## src/rtl/alu_seq_pkg.sv

```systemverilog
// Opcode constants, FSM state encoding and operand-decode helper shared by the sequencer.
// ALU_SEQ_CHAIN_EN adds opcode 0x03 (chained binary) to the set of operand-carrying opcodes.
package alu_seq_pkg;

  localparam logic [7:0] OP_NOP    = 8'h00;
  localparam logic [7:0] OP_UNARY  = 8'h01;
  localparam logic [7:0] OP_BINARY = 8'h02;
  localparam logic [7:0] OP_CHAIN  = 8'h03;
  localparam logic [7:0] OP_HALT   = 8'hFF;

  typedef enum logic [3:0] {
    IDLE, FETCH, DECODE, LD_OP, LD_A, LD_B, EXEC, HALT, ERR
  } state_e;

  function automatic logic needs_operand(input logic [7:0] opc);
`ifdef ALU_SEQ_CHAIN_EN
    return (opc == OP_UNARY) || (opc == OP_BINARY) || (opc == OP_CHAIN);
`else
    return (opc == OP_UNARY) || (opc == OP_BINARY);
`endif
  endfunction

endpackage

```

## src/rtl/alu_sequencer.sv

```systemverilog
// Bytecode sequencer feeding an external combinational ALU; FETCH to result_valid is 6 cycles binary, 5 unary/chain.
// ALU_SEQ_CHAIN_EN enables opcode 0x03 (op,b with a = previous result); memory answers one cycle after mem_rd, no backpressure.
module alu_sequencer
  import alu_seq_pkg::*;
#(
  parameter int MEM_AW     = 10,
  parameter int START_ADDR = 0
) (
  input  logic              clk,
  input  logic              rst_n,
  input  logic              start,
  output logic              mem_rd,
  output logic [MEM_AW-1:0] mem_addr,
  input  logic [7:0]        mem_rdata,
  output logic [5:0]        alu_op,
  output logic [7:0]        alu_a,
  output logic [7:0]        alu_b,
  input  logic [7:0]        alu_result,
  output logic [7:0]        result,
  output logic              result_valid,
  output logic              running,
  output logic              done,
  output logic              error
);

  localparam logic [MEM_AW-1:0] PC_START = MEM_AW'(START_ADDR);

  state_e            state_q;
  logic [MEM_AW-1:0] pc_q;
  logic [MEM_AW-1:0] pc_d;
  logic [7:0]        opcode_q;
  logic [5:0]        alu_op_q;
  logic [7:0]        alu_a_q;
  logic [7:0]        alu_b_q;
  logic [7:0]        result_q;
  logic              result_valid_q;
  logic              running_q;
  logic              done_q;
  logic              error_q;
  logic              restart;

  assign restart = start && (state_q inside {IDLE, HALT, ERR});

  // The DECODE read depends on the opcode arriving that cycle, so the strobe is decoded, not registered.
  always_comb begin
    mem_rd = 1'b0;
    case (state_q)
      FETCH, LD_OP: mem_rd = 1'b1;
      DECODE:       mem_rd = needs_operand(mem_rdata);
      LD_A:         mem_rd = (opcode_q == OP_BINARY);
      default:      mem_rd = 1'b0;
    endcase
  end

  always_comb begin
    pc_d = pc_q;
    if (restart) begin
      pc_d = PC_START;
    end else if (mem_rd) begin
      pc_d = pc_q + 1'b1;
    end
  end

  always_ff @(posedge clk) begin
    if (!rst_n) begin
      state_q        <= IDLE;
      pc_q           <= PC_START;
      opcode_q       <= OP_NOP;
      alu_op_q       <= '0;
      alu_a_q        <= '0;
      alu_b_q        <= '0;
      result_q       <= '0;
      result_valid_q <= 1'b0;
      running_q      <= 1'b0;
      done_q         <= 1'b0;
      error_q        <= 1'b0;
    end else begin
      pc_q           <= pc_d;
      result_valid_q <= 1'b0;
      case (state_q)
        IDLE, HALT, ERR: begin
          if (start) begin
            state_q   <= FETCH;
            running_q <= 1'b1;
            done_q    <= 1'b0;
            error_q   <= 1'b0;
          end
        end
        FETCH: state_q <= DECODE;
        DECODE: begin
          opcode_q <= mem_rdata;
          if (mem_rdata == OP_NOP) begin
            state_q <= FETCH;
          end else if (needs_operand(mem_rdata)) begin
            state_q <= LD_OP;
          end else if (mem_rdata == OP_HALT) begin
            state_q   <= HALT;
            running_q <= 1'b0;
            done_q    <= 1'b1;
          end else begin
            state_q   <= ERR;
            running_q <= 1'b0;
            error_q   <= 1'b1;
          end
        end
        LD_OP: begin
          alu_op_q <= mem_rdata[5:0];
          state_q  <= LD_A;
`ifdef ALU_SEQ_CHAIN_EN
          if (opcode_q == OP_CHAIN) begin
            alu_a_q <= result_q;
            state_q <= LD_B;
          end
`endif
        end
        LD_A: begin
          alu_a_q <= mem_rdata;
          if (opcode_q == OP_BINARY) begin
            state_q <= LD_B;
          end else begin
            alu_b_q <= '0;
            state_q <= EXEC;
          end
        end
        LD_B: begin
          alu_b_q <= mem_rdata;
          state_q <= EXEC;
        end
        EXEC: begin
          result_q       <= alu_result;
          result_valid_q <= 1'b1;
          state_q        <= FETCH;
        end
        default: begin
          state_q   <= IDLE;
          running_q <= 1'b0;
        end
      endcase
    end
  end

  assign mem_addr     = pc_q;
  assign alu_op       = alu_op_q;
  assign alu_a        = alu_a_q;
  assign alu_b        = alu_b_q;
  assign result       = result_q;
  assign result_valid = result_valid_q;
  assign running      = running_q;
  assign done         = done_q;
  assign error        = error_q;

endmodule

```

## config.mk

```make
export PLATFORM = sky130hd
export DESIGN_NAME = alu_sequencer
export DESIGN_NICKNAME = d
export VERILOG_FILES = /design/src/rtl/alu_seq_pkg.sv /design/src/rtl/alu_sequencer.sv
export SDC_FILE = /design/constraint.sdc
export NUM_CORES = 1
export LEC_CHECK = 0
export CAP_MARGIN = 20
export CORE_ASPECT_RATIO = 1.5
export CORE_MARGIN = 3
export CORE_UTILIZATION = 49
export DETAILED_ROUTE_END_ITERATION = 10
export HOLD_SLACK_MARGIN = 0.06
export PLACE_DENSITY_LB_ADDON = 0.12
export SYNTH_ARGS = -nofsm -noshare
export SYNTH_HDL_FRONTEND = slang
export SYNTH_SLANG_ARGS = --single-unit
```

## constraint.sdc

```tcl
create_clock -name clk -period 2.3 [get_ports clk]
set_input_delay 0.23 -clock clk [delete_from_list [all_inputs] [get_ports clk]]
set_output_delay 0.23 -clock clk [all_outputs]
set_load 0.02 [all_outputs]
```

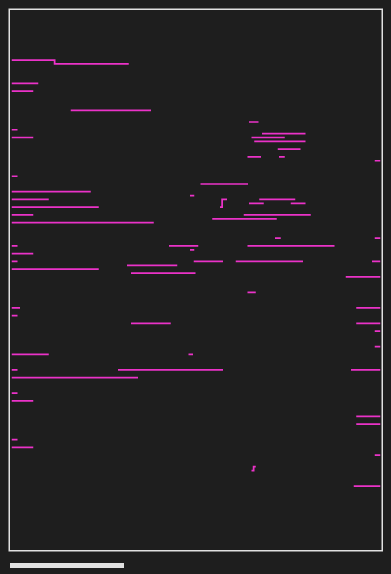
(M3 wires)
The bar under the picture is 20 um long.
The longest straight run is 24.6 um. The layer carries 361 um of wire. The layer holds 5.5% of the routed length.

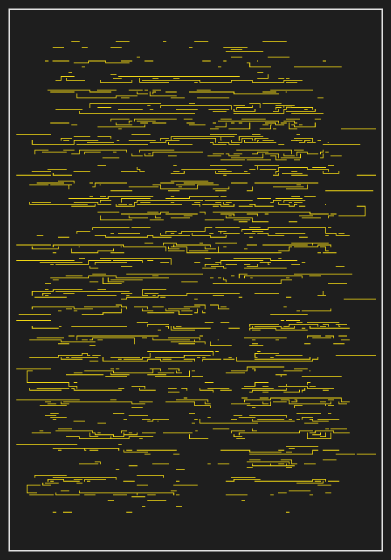
(the metal 1 layer)
The layer holds 42% of the routed length. The layer carries 2780 um of wire.
GR Layer Usage met1: 26.91%
via count: 2422
drt total wl: 6.598 mm

==> results.tsv <==
stage	metric	value	unit
placed_design	port_buffers	63	
synth	synth.top_cell.area_share	43.52	%
drt	drc	0	
run_status	run_status	completed	
drt	vias_per_cell	5.542	
power_and_ir_drop	p_comb	1140	uW
final_timing	fin_crit_sh	97.26	%
global_routing	grt_pass1_vias	2402	
hold_path	hp-class	in2reg	
clock_network	cts-resized-gates	1	
synth	logic_family	simple AND/OR/NAND/NOR gates	
clock_network	clk_pin_slew_worst_paths	0.10	ns
floorplan	fp-utilization	51.89	%
worst_setup_path	crit_fanout	2	
synth	synth_cells	295	
clock_network	cts_sinks	56	
cells_and_area	fin_nets	390	
synth	most_common_cell	nand2_1	
worst_setup_path	cp.required	2.07	ns
synth	ys.flops	56	
floorplan	die_w	65.21	um
power_and_ir_drop	seq_power	1140	uW
power_and_ir_drop	power_density	823.4	mW/mm^2
cells_and_area	drive_gt1_share	9.973	%
synth	synth_seq_share	43.52	%
worst_setup_path	timing.rr.end	mem_addr[6]$_SDFFE_PP0P_	
synth	mux_share	5.440	%
global_routing	grt_usage	22.62	%
synth	synth_nets	315	
cells_and_area	area_growth	34.39	%
clock_network	cts_tree	done	
final_timing	fmax	0.4470	GHz
synth	synth-edff-count	0	
worst_setup_path	critPathLaunch	state_q[3]$_SDFFE_PN0P_	
floorplan	dieArea	0.006182	sq mm
drt	drt-wirelength-per-cell	15.10	um
clock_network	clock_latency	0.32	ns
power_and_ir_drop	p_switching	1071	uW
drt	drt_iter0_drc	210	
power_and_ir_drop	p_int	1780	uW
synth	synth.distinct_cells	45	
clock_network	cts_htree_levels	2	
synth	netlist_area	0.002576	sq mm
synth	syn_area_per_cell	8.733	sq um
worst_setup_path	crit_end	mem_rd	
drt	ant_nets	0	
synth	synthTopCellsByArea	dfxtp_1, nand2_1, a21boi_0	
final_timing	final.min_clock_period	2.237	ns
clock_network	clockRootBuffer	clkbuf_8	
[critical path, cell delays in order (launching register included)]
cell	delay, ns
dfxtp_1	0.32
or4b_1	0.56
or3_4	0.41
nand2_1	0.09
clkdlybuf4s15_1	0.32
[layout make-up]
type / instances / area share (%)
clock buffers: 5 / 1.988
clock inverters: 3 / 0.7228
inverters: 3 / 0.3253
multi-input cells: 218 / 39.14
flip-flops and latches: 56 / 32.38
well taps: 66 / 2.385
repair buffers: 86 / 23.06
[per-layer routing]
metal | track usage, % | up-vias
met5 | 0 | -
met4 | 7.958 | 0
met3 | 5.119 | 17
met2 | 39.48 | 82
met1 | 26.91 | 1125
li1 | - | 1198
